--- config.mk ---
export PLATFORM = sky130hd
export DESIGN_NAME = muldiv_unit
export DESIGN_NICKNAME = d
export VERILOG_FILES = /design/src/rtl/muldiv_unit.sv
export SDC_FILE = /design/constraint.sdc
export NUM_CORES = 1
export LEC_CHECK = 0
export ABC_CLOCK_PERIOD_IN_PS = 4900
export CORE_MARGIN = 2
export CORE_UTILIZATION = 60
export CTS_CLUSTER_SIZE = 16
export DETAILED_ROUTE_END_ITERATION = 8
export PLACE_DENSITY = 0.9
export REMOVE_ABC_BUFFERS = 1
export SYNTH_ARGS = -nofsm -noshare
export SYNTH_HDL_FRONTEND = slang
export SYNTH_SLANG_ARGS = --single-unit
--- constraint.sdc ---
create_clock -name clk -period 4.9 [get_ports clk]
set_input_delay 0.735 -clock clk [delete_from_list [all_inputs] [get_ports clk]]
set_output_delay 0.735 -clock clk [all_outputs]
set_load 0.02 [all_outputs]
--- src/rtl/muldiv_unit.sv ---
// rtl/muldiv_unit.sv - iterative signed/unsigned multiply/divide unit feeding HI/LO
module muldiv_unit #(
    parameter int WIDTH = 32
) (
    input  logic             clk,
    input  logic             reset,
    input  logic             start,
    input  logic [1:0]       op,
    input  logic             flush,
    input  logic [WIDTH-1:0] a,
    input  logic [WIDTH-1:0] b,
    output logic [WIDTH-1:0] hi,
    output logic [WIDTH-1:0] lo,
    output logic             busy,
    output logic             ready,
    output logic             div_zero
);

    localparam int CW = $clog2(WIDTH + 1);

    typedef enum logic [1:0] {
        S_IDLE,
        S_CALC,
        S_FIX,
        S_DONE
    } state_t;

    state_t               state_q;
    logic [CW-1:0]        cnt_q;
    logic                 is_div_q;
    logic                 neg_res_q;
    logic                 neg_rem_q;
    logic [2*WIDTH-1:0]   acc_q;
    logic [WIDTH-1:0]     opb_q;
    logic [WIDTH:0]       rem_q;
    logic [WIDTH-1:0]     hi_q;
    logic [WIDTH-1:0]     lo_q;
    logic                 busy_q;
    logic                 ready_q;
    logic                 div_zero_q;

    // Operand decode at start: op[0]=1 selects the unsigned variants.
    logic                 sign_a;
    logic                 sign_b;
    logic [WIDTH-1:0]     mag_a;
    logic [WIDTH-1:0]     mag_b;

    assign sign_a = ~op[0] & a[WIDTH-1];
    assign sign_b = ~op[0] & b[WIDTH-1];
    assign mag_a  = sign_a ? (~a + 1'b1) : a;
    assign mag_b  = sign_b ? (~b + 1'b1) : b;

    // Multiply step: conditional add of the multiplicand into the upper half, then shift right.
    logic [WIDTH:0]       mul_sum_d;
    logic [2*WIDTH-1:0]   mul_acc_d;

    assign mul_sum_d = {1'b0, acc_q[2*WIDTH-1:WIDTH]} + {1'b0, (acc_q[0] ? opb_q : {WIDTH{1'b0}})};
    assign mul_acc_d = {mul_sum_d, acc_q[WIDTH-1:1]};

    // Divide step: shift the next dividend bit into the remainder and subtract if it fits.
    logic [WIDTH:0]       div_shift_d;
    logic [WIDTH:0]       div_diff_d;
    logic                 div_ge_d;
    logic [WIDTH:0]       div_rem_d;
    logic [2*WIDTH-1:0]   div_acc_d;

    assign div_shift_d = {rem_q[WIDTH-1:0], acc_q[WIDTH-1]};
    assign div_diff_d  = div_shift_d - {1'b0, opb_q};
    assign div_ge_d    = (div_shift_d >= {1'b0, opb_q});
    assign div_rem_d   = div_ge_d ? div_diff_d : div_shift_d;
    assign div_acc_d   = {acc_q[2*WIDTH-1:WIDTH], acc_q[WIDTH-2:0], div_ge_d};

    // Sign fix-up; a most-negative quotient simply wraps back to itself.
    logic [2*WIDTH-1:0]   prod_fix_d;
    logic [WIDTH-1:0]     quo_fix_d;
    logic [WIDTH-1:0]     rem_fix_d;

    assign prod_fix_d = neg_res_q ? (~acc_q + 1'b1) : acc_q;
    assign quo_fix_d  = neg_res_q ? (~acc_q[WIDTH-1:0] + 1'b1) : acc_q[WIDTH-1:0];
    assign rem_fix_d  = neg_rem_q ? (~rem_q[WIDTH-1:0] + 1'b1) : rem_q[WIDTH-1:0];

    always_ff @(posedge clk or negedge reset) begin
        if (!reset) begin
            state_q    <= S_IDLE;
            cnt_q      <= '0;
            is_div_q   <= 1'b0;
            neg_res_q  <= 1'b0;
            neg_rem_q  <= 1'b0;
            acc_q      <= '0;
            opb_q      <= '0;
            rem_q      <= '0;
            hi_q       <= '0;
            lo_q       <= '0;
            busy_q     <= 1'b0;
            ready_q    <= 1'b0;
            div_zero_q <= 1'b0;
        end else begin
            case (state_q)
                S_IDLE: begin
                    ready_q <= 1'b0;
                    if (start && !flush) begin
                        is_div_q   <= op[1];
                        neg_res_q  <= sign_a ^ sign_b;
                        neg_rem_q  <= sign_a;
                        acc_q      <= {{WIDTH{1'b0}}, mag_a};
                        opb_q      <= mag_b;
                        rem_q      <= '0;
                        cnt_q      <= CW'(WIDTH);
                        busy_q     <= 1'b1;
                        div_zero_q <= 1'b0;
                        if (op[1] && (b == '0)) begin
                            div_zero_q <= 1'b1;
                            ready_q    <= 1'b1;
                            state_q    <= S_DONE;
                        end else begin
                            state_q <= S_CALC;
                        end
                    end
                end
                S_CALC: begin
                    if (flush) begin
                        busy_q  <= 1'b0;
                        state_q <= S_IDLE;
                    end else begin
                        cnt_q <= cnt_q - 1'b1;
                        if (is_div_q) begin
                            acc_q <= div_acc_d;
                            rem_q <= div_rem_d;
                        end else begin
                            acc_q <= mul_acc_d;
                        end
                        if (cnt_q == CW'(1)) begin
                            state_q <= S_FIX;
                        end
                    end
                end
                S_FIX: begin
                    if (flush) begin
                        busy_q  <= 1'b0;
                        state_q <= S_IDLE;
                    end else begin
                        if (is_div_q) begin
                            hi_q <= rem_fix_d;
                            lo_q <= quo_fix_d;
                        end else begin
                            hi_q <= prod_fix_d[2*WIDTH-1:WIDTH];
                            lo_q <= prod_fix_d[WIDTH-1:0];
                        end
                        ready_q <= 1'b1;
                        state_q <= S_DONE;
                    end
                end
                S_DONE: begin
                    ready_q <= 1'b0;
                    busy_q  <= 1'b0;
                    state_q <= S_IDLE;
                end
                default: begin
                    ready_q <= 1'b0;
                    busy_q  <= 1'b0;
                    state_q <= S_IDLE;
                end
            endcase
        end
    end

    assign hi       = hi_q;
    assign lo       = lo_q;
    assign busy     = busy_q;
    assign ready    = ready_q;
    assign div_zero = div_zero_q;

endmodule
==> results.rst <==
Metrics
=======

.. list-table::
   :header-rows: 1

   * - Metric
     - Value
   * - Number of global-route vias before repair
     - ~14000
   * - Root buffer cell
     - clkbuf_16
   * - Routed wire length per instance
     - 19.0 µm
   * - Number of standard cells in the layout, taps in and fillers out
     - 2366
   * - Nature of the critical path endpoint
     - register
   * - DIE HEIGHT
     - 165 µm
   * - Sequential area share after synthesis
     - about a third
   * - Number of rows in the core area
     - 59
   * - Setup TNS Final
     - 0 ns
   * - Number of warnings in the stage logs
     - 30
   * - R2R Setup Slk
     - approximately 0.94 ns
   * - # hold bufs at CTS
     - 0
   * - Average instance area after synthesis
     - between 8 and 9 µm²
   * - Number of stages on the worst setup path
     - 11
   * - Busiest layer in global routing
     - met2
   * - Endpoint of the worst setup timing path
     - hi[18]$_DFFE_PN0P_
   * - Seq cells post-synth
     - 206
   * - Max H-tree Level
     - 1
   * - Met3 Resource Use GR
     - 3.32%
   * - Fin area
     - about 18000 µm²
   * - Count of maximum capacitance violations
     - 0
   * - Worst-case reg-to-reg path depth
     - 11
   * - Worst skew pair latency
     - 0.54 ns
   * - Top Layer Used
     - met4
   * - Status
     - finished, final reports clean
   * - Clock tree from TritonCTS
     - yes
   * - Critical-path cell list
     - inv_1 > ha_1 > or3b_2 > or4_1 > or4_4 > o21a_1 > nor2_1 > mux2_2 > a311oi_1 > a21oi_1 > o21ai_0
   * - Worst rel slew slack
     - 17.8%
   * - Detailed-router iteration count before antenna repair
     - 7
   * - Area growth from synthesis to layout
     - 14.7%
   * - Most frequent cell after synthesis
     - nand2_1
   * - Die x size
     - around 170 µm
   * - Final worst clock skew
     - 0.0169 ns
   * - Worst VDD drop
     - 0.425 mV
   * - Global-route wire length before repair
     - 71300 µm
   * - Unrepaired setup endpoints after global routing
     - no
   * - Number of nets in the layout
     - around 2200
   * - Highest clock frequency the design can meet
     - roughly 0.25 GHz
   * - Startpoint Class
     - register
   * - Met3 layer wire length in the routed design
     - 3650 µm
   * - Hold violation count in the final report
     - 0
   * - Register with the highest flop count
     - acc_q
   * - Worst setup timing slack at the placement stage
     - 0.701 ns
   * - Leading cell types in the layout, fill and taps excluded
     - nand2_1 (283), o21ai_0 (265), dfrtp_1 (204), nor2_1 (144), clkdlybuf4s50_1 (135)
   * - Hold/Removal Path Class
     - in2async
   * - Buffers from clock root to sink, at most
     - 3
   * - Antenna Cells
     - 0
   * - Share of post-route cells with drive strength above 1
     - under 10%
   * - Area of the mapped netlist
     - 15600 µm²
   * - Total power after layout
     - between 10 and 15 mW
   * - Final setup margin
     - 0.937 ns
   * - Global routing met2 resource utilization
     - 51.6%
   * - Critical path arrival
     - 4.39 ns
   * - Critical Setup Path Class
     - reg2reg
   * - CTS Buf Count
     - 24
   * - Final-report max-slew violation count
     - 0
   * - Met1 usage in global routing
     - between 40% and 50%
   * - Placed standard-cell area
     - roughly 17000 µm²
   * - Post-cts resize count
     - 0
   * - HPWL after detailed placement
     - 33500 µm
   * - Number of sinks driven by the clock tree
     - 206
   * - Biggest area consumer among synthesized cells
     - dfrtp_1
   * - Power density normalized to cell area
     - 577 nW/µm²
   * - Yosys stat cell total
     - 1943
-- where the power goes --
group	internal [mW]	switching [mW]	leakage, nW
sequential	2.31	0.787	2.67
combinational	2.17	3.27	5.06
clock	1.06	0.763	0.393
-- cell families (layout without fill, tap and decap cells) --
group                    after synthesis  in the layout  synth area share, %
flip-flops                           206            206                 33.0
AND-OR/OR-AND                        588            588                 22.8
multiplexers                          64             64                 4.14
AND/OR/NAND/NOR                      633            633                 18.7
XOR/XNOR                             193            193                 10.8
adder cells (fa/ha/maj)               75             75                 6.10
buffers and inverters                184            272                 4.48
-- cell type report --
cell class | count | area, µm²
clock buffer | 30 | 653
clock inverter | 14 | 148
fill | 2024 | 7900
inverter | 77 | 289
multi-input combinational | 1553 | 9790
sequential | 206 | 5160
tap | 335 | 419
timing repair buffer | 151 | 1480
==> images/met1.png <==
Cells faint in the background.
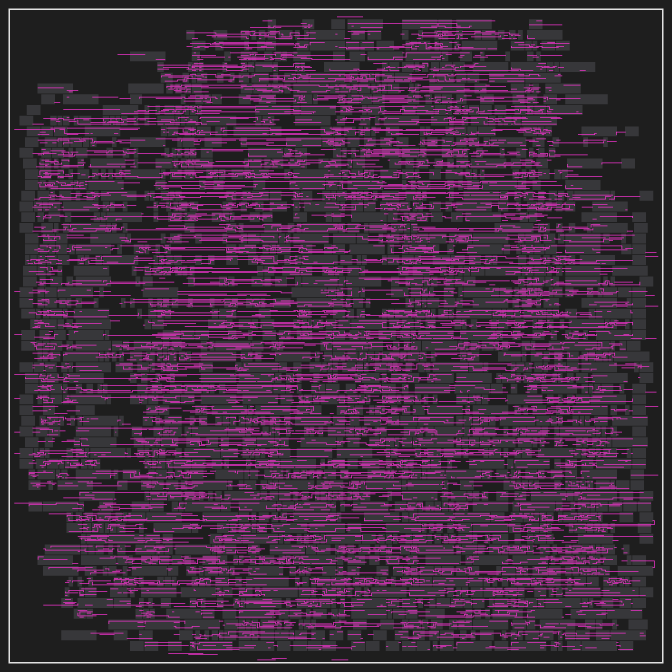
nets with wire on the layer: 1973
share of all routed wire: 43%
longest straight run: 57.0 µm

==> images/met2.png <==
The bar under the picture is 50 µm long.
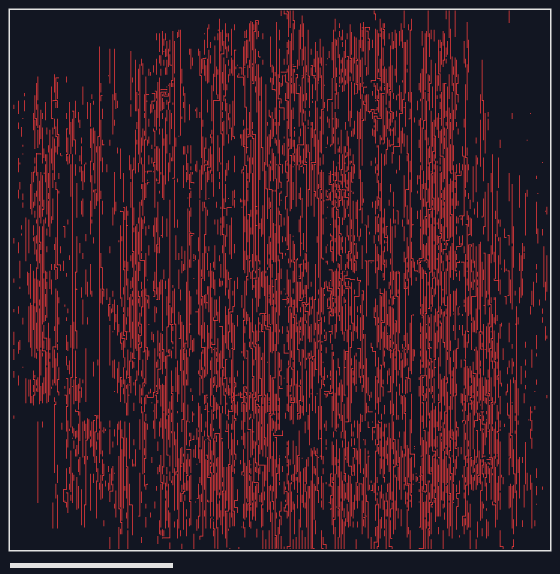
wire length on this layer: 20.4 mm
nets with wire on the layer: 1769
share of all routed wire: 45%
vias after detailed routing: 14900
routed wire length: 45000 µm

==> images/met3.png <==
The bar under the picture is 50 µm long.
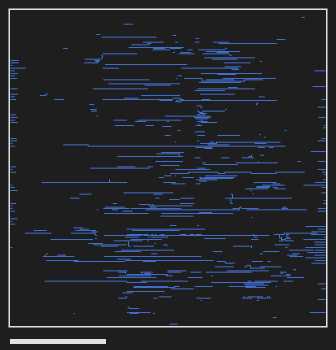
main direction: horizontal
wire length on this layer: 3650 µm
share of all routed wire: 8.1%
longest straight run: 103 µm
nets with wire on the layer: 292

Power figures rest on the tool's default switching activity, not on a simulated workload.
